gates.png
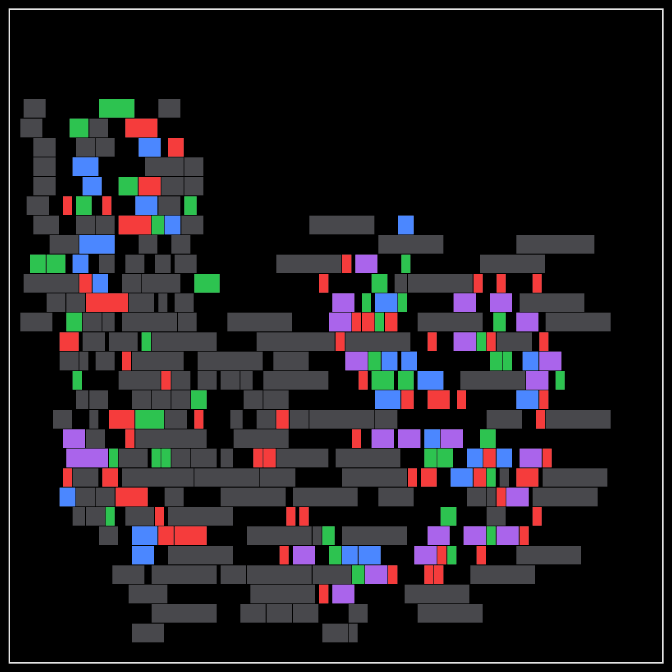
ff_map.png
The bar under the picture is 20 µm long.
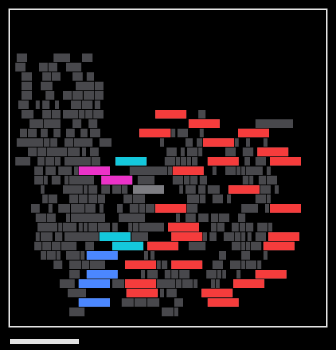
clock_wires.png
The bar under the picture is 20 µm long.
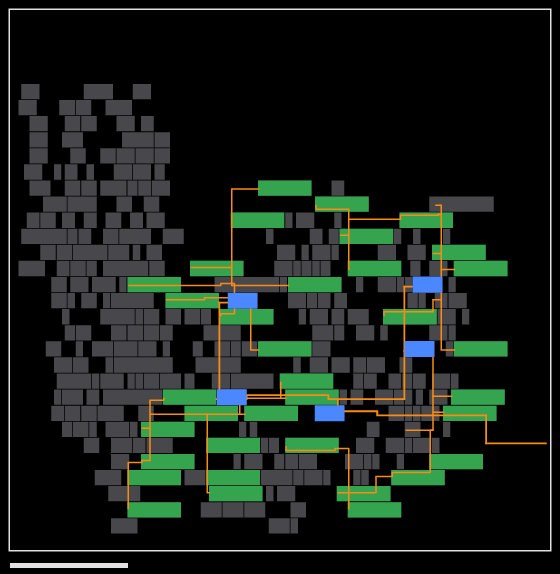
class_map.png
The bar under the picture is 20 µm long.
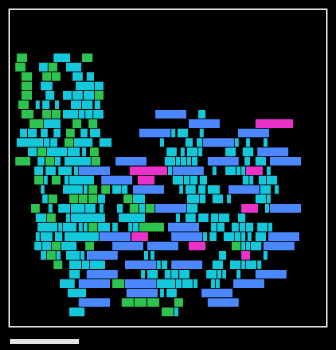
congestion_map.png
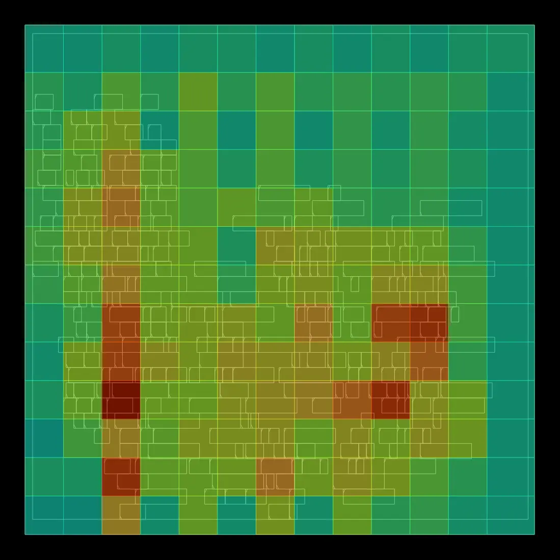
## src/rtl/key_move_ctrl.sv

```systemverilog
// PS/2 set-2 arrow/WASD decoder producing one-cycle move pulses
// with a held-key auto-repeat (initial delay, then a fixed period).
//
// Ports:
//   clk           system clock, rising edge
//   rst           asynchronous active-high reset
//   keycode       [7:0] newest received byte, [15:8] unused
//   keycode_valid one-cycle strobe, keycode[7:0] is new
//   move_up/down/left/right  registered one-cycle move pulses
module key_move_ctrl #(
  parameter int REPEAT_DELAY  = 32_500_000,
  parameter int REPEAT_PERIOD = 6_500_000
) (
  input  logic        clk,
  input  logic        rst,
  input  logic [15:0] keycode,
  input  logic        keycode_valid,
  output logic        move_up,
  output logic        move_down,
  output logic        move_left,
  output logic        move_right
);

  localparam int MAXC =
    (REPEAT_DELAY > REPEAT_PERIOD) ? REPEAT_DELAY : REPEAT_PERIOD;
  localparam int CW = (MAXC > 2) ? $clog2(MAXC) : 1;
  localparam logic [CW-1:0] DLY_LAST = CW'(REPEAT_DELAY - 1);
  localparam logic [CW-1:0] PER_LAST = CW'(REPEAT_PERIOD - 1);

  typedef enum logic [1:0] {
    S_IDLE,
    S_EXT,
    S_BRK,
    S_EXT_BRK
  } state_e;

  typedef enum logic [2:0] {
    D_NONE,
    D_UP,
    D_DOWN,
    D_LEFT,
    D_RIGHT
  } dir_e;

  typedef enum logic {
    PH_DELAY,
    PH_PERIOD
  } phase_e;

  state_e          state_q, state_d;
  dir_e            dir_q, dir_d;
  phase_e          phase_q, phase_d;
  logic [CW-1:0]   cnt_q, cnt_d;
  logic [3:0]      mv_q, mv_d;

  logic [7:0]      b;
  logic            mk, bk;
  dir_e            kdir;
  dir_e            pulse_dir;

  assign b = keycode[7:0];

  function automatic dir_e wasd(input logic [7:0] c);
    unique case (c)
      8'h1D:   wasd = D_UP;
      8'h1B:   wasd = D_DOWN;
      8'h1C:   wasd = D_LEFT;
      8'h23:   wasd = D_RIGHT;
      default: wasd = D_NONE;
    endcase
  endfunction

  function automatic dir_e arrow(input logic [7:0] c);
    unique case (c)
      8'h75:   arrow = D_UP;
      8'h72:   arrow = D_DOWN;
      8'h6B:   arrow = D_LEFT;
      8'h74:   arrow = D_RIGHT;
      default: arrow = D_NONE;
    endcase
  endfunction

  // Byte-sequence decoder: yields a make or break of one direction.
  always_comb begin
    state_d = state_q;
    mk      = 1'b0;
    bk      = 1'b0;
    kdir    = D_NONE;
    if (keycode_valid) begin
      unique case (state_q)
        S_IDLE: begin
          if (b == 8'hE0) begin
            state_d = S_EXT;
          end else if (b == 8'hF0) begin
            state_d = S_BRK;
          end else begin
            kdir = wasd(b);
            mk   = (kdir != D_NONE);
          end
        end
        S_EXT: begin
          if (b == 8'hF0) begin
            state_d = S_EXT_BRK;
          end else begin
            state_d = S_IDLE;
            kdir    = arrow(b);
            mk      = (kdir != D_NONE);
          end
        end
        S_BRK: begin
          state_d = S_IDLE;
          kdir    = wasd(b);
          bk      = (kdir != D_NONE);
        end
        default: begin
          state_d = S_IDLE;
          kdir    = arrow(b);
          bk      = (kdir != D_NONE);
        end
      endcase
    end
  end

  // Held-direction tracker and repeat timer. An event that changes
  // the held direction wins over a coincident expiry; typematic
  // makes and foreign breaks fall through to the timer.
  always_comb begin
    dir_d     = dir_q;
    phase_d   = phase_q;
    cnt_d     = cnt_q;
    pulse_dir = D_NONE;
    if (mk && kdir != dir_q) begin
      dir_d     = kdir;
      cnt_d     = '0;
      phase_d   = PH_DELAY;
      pulse_dir = kdir;
    end else if (bk && kdir == dir_q) begin
      dir_d   = D_NONE;
      cnt_d   = '0;
      phase_d = PH_DELAY;
    end else if (dir_q == D_NONE) begin
      cnt_d = '0;
    end else if (phase_q == PH_DELAY && cnt_q == DLY_LAST) begin
      cnt_d     = '0;
      phase_d   = PH_PERIOD;
      pulse_dir = dir_q;
    end else if (phase_q == PH_PERIOD && cnt_q == PER_LAST) begin
      cnt_d     = '0;
      pulse_dir = dir_q;
    end else begin
      cnt_d = cnt_q + CW'(1);
    end
  end

  always_comb begin
    mv_d    = 4'b0000;
    mv_d[3] = (pulse_dir == D_UP);
    mv_d[2] = (pulse_dir == D_DOWN);
    mv_d[1] = (pulse_dir == D_LEFT);
    mv_d[0] = (pulse_dir == D_RIGHT);
  end

  always_ff @(posedge clk or posedge rst) begin
    if (rst) begin
      state_q <= S_IDLE;
      dir_q   <= D_NONE;
      phase_q <= PH_DELAY;
      cnt_q   <= '0;
      mv_q    <= 4'b0000;
    end else begin
      state_q <= state_d;
      dir_q   <= dir_d;
      phase_q <= phase_d;
      cnt_q   <= cnt_d;
      mv_q    <= mv_d;
    end
  end

  assign move_up    = mv_q[3];
  assign move_down  = mv_q[2];
  assign move_left  = mv_q[1];
  assign move_right = mv_q[0];

endmodule

```

## config.mk

```make
export PLATFORM = sky130hd
export DESIGN_NAME = key_move_ctrl
export DESIGN_NICKNAME = d
export VERILOG_FILES = /design/src/rtl/key_move_ctrl.sv
export SDC_FILE = /design/constraint.sdc
export NUM_CORES = 1
export LEC_CHECK = 0
export CAP_MARGIN = 20
export CORE_UTILIZATION = 28
export CTS_BUF_LIST = sky130_fd_sc_hd__clkbuf_8
export CTS_CLUSTER_SIZE = 40
export DETAILED_ROUTE_END_ITERATION = 7
export SLEW_MARGIN = 20
export SYNTH_ARGS = -nofsm -noshare
export SYNTH_HDL_FRONTEND = slang
export SYNTH_SLANG_ARGS = --single-unit
```

## constraint.sdc

```tcl
create_clock -name clk -period 2.4 [get_ports clk]
set_input_delay 0.24 -clock clk [delete_from_list [all_inputs] [get_ports clk]]
set_output_delay 0.24 -clock clk [all_outputs]
set_load 0.01 [all_outputs]
```

==> run summary <==
Critical Path End Type -> flop
Fp util -> 28.90%
Placer Congestion -> 0.8902
Worst path cell trace -> dlygate4sd2_1, or4b_4, nor3_4, o21bai_2, a32oi_2, nor4_2, a2111o_1, and4b_1
Synth async-reset ratio -> 100.0%
Status -> completed
Final instance area -> 0.003000 mm²
Yosys simple share -> 31.54%
Setup ws final -> 0.03996 ns
Worst vdd ir -> 0.0003538 V
Multi-input comb cells -> 190
Die area -> 0.008338 mm²
Synthesized registers -> 35
Clock Skew -> 0.004290 ns
Post-synth top area share -> 39.22%
Die Width -> 91.31 µm
Clock buf/inv share -> 4.545%
Largest net degree at the start of global routing -> 36
Non-clk invs -> 7
Signal buf overhead -> 14.01%
Reg2reg start -> state_q[0]
Max Buffers Root-to-Sink -> 2
CTS Hold Bufs -> 0
Post-layout period usage -> 98.34%
Worst-margin pin slew -> 0.5481 ns
Post_cts resized -> 19
Leading cell kind -> logic gates
Metal-1 WL -> 2321 µm
Top cells by count, synth -> 38 x nor2_1, 35 x dfrtp_1, 16 x nand2_1
RSZ-0062 raised after global routing -> false
YS chip area -> 0.002233 mm²
Xor/xnor share -> 9.412%
Mux cell area share -> 0.8964%
Crit path launch -> keycode[6]
CP Max Fanout -> 5
Syn_nets -> 260
CP peak stage delay -> 0.57 ns
P_clk -> 0.629 mW
Ao+oa area frac -> 15.18%
Largest register by flop count -> cnt_q
Combinational power -> 0.335 mW
First-pass GRT wire length -> 8625 µm
Fin crit period -> 2.360 ns
CP Depth -> 8
OpenROAD warning count -> 34
Core Area -> 0.007727 mm²
Layout cells sized above 1 -> 25.86%
Top non-seq family -> simple AND/OR/NAND/NOR gates
Most common logic cell in the routed design -> nor2_1
Inserted Clock Buffers -> 5
Ranking of synthesized cells by area -> dfrtp_1 39%, nor2_1 6.4%, xnor2_1 4.7%
Post CTS Setup Buffer Count -> 5
Cell count after placement -> 378
Reg-to-Reg End -> mv_q[3]
Clock Pin Slew Worst Setup and Hold Paths -> 0.07 ns
Main flop type -> dfrtp_1
Multi-input combinational area share -> 47.12%
DR vias -> 1943
Worst min path class -> in -> async
Met2 GRT Util -> 21.09%
PD cells -> 555.1 mW/mm²
Cell Type Count -> 63
Worst path bufs/invs -> 1
Non-clock buffer count -> 50
Reg2reg path depth -> 9
About gates.png:
Green marks nand cells, cells 41. Purple marks xor and xnor cells, cells 24. Red marks nor cells, cells 60. Blue marks and/or cells, cells 25.

About ff_map.png:
Magenta marks `state_q`, sequential cells 2. Blue marks `mv_q`, sequential cells 4, where south-west. Red marks `cnt_q`, sequential cells 25. Cyan marks `dir_q`, sequential cells 3.

About clock_wires.png:
Orange marks clock wires, length 427 µm. Green marks flip-flops, count 35. Blue marks clock-net drivers, count 5.
There are 6 routed clock nets.

About class_map.png:
Blue marks registers, cells 35, share of their area 30%. Green marks remaining buffers and delay cells, cells 50, share of their area 15%. Magenta marks clock drivers and dummy loads, cells 8, share of their area 4.7%. Cyan marks remaining logic cells, cells 197, share of their area 50%.

About congestion_map.png:
met1 Usage GRT: 16.54%
busiest grt layer: met2
Core Util, Final: 38.83%
Total GRT Usage: 12.52%
GR Util met3: 2.261%

Power and IR drop assume default switching activity.
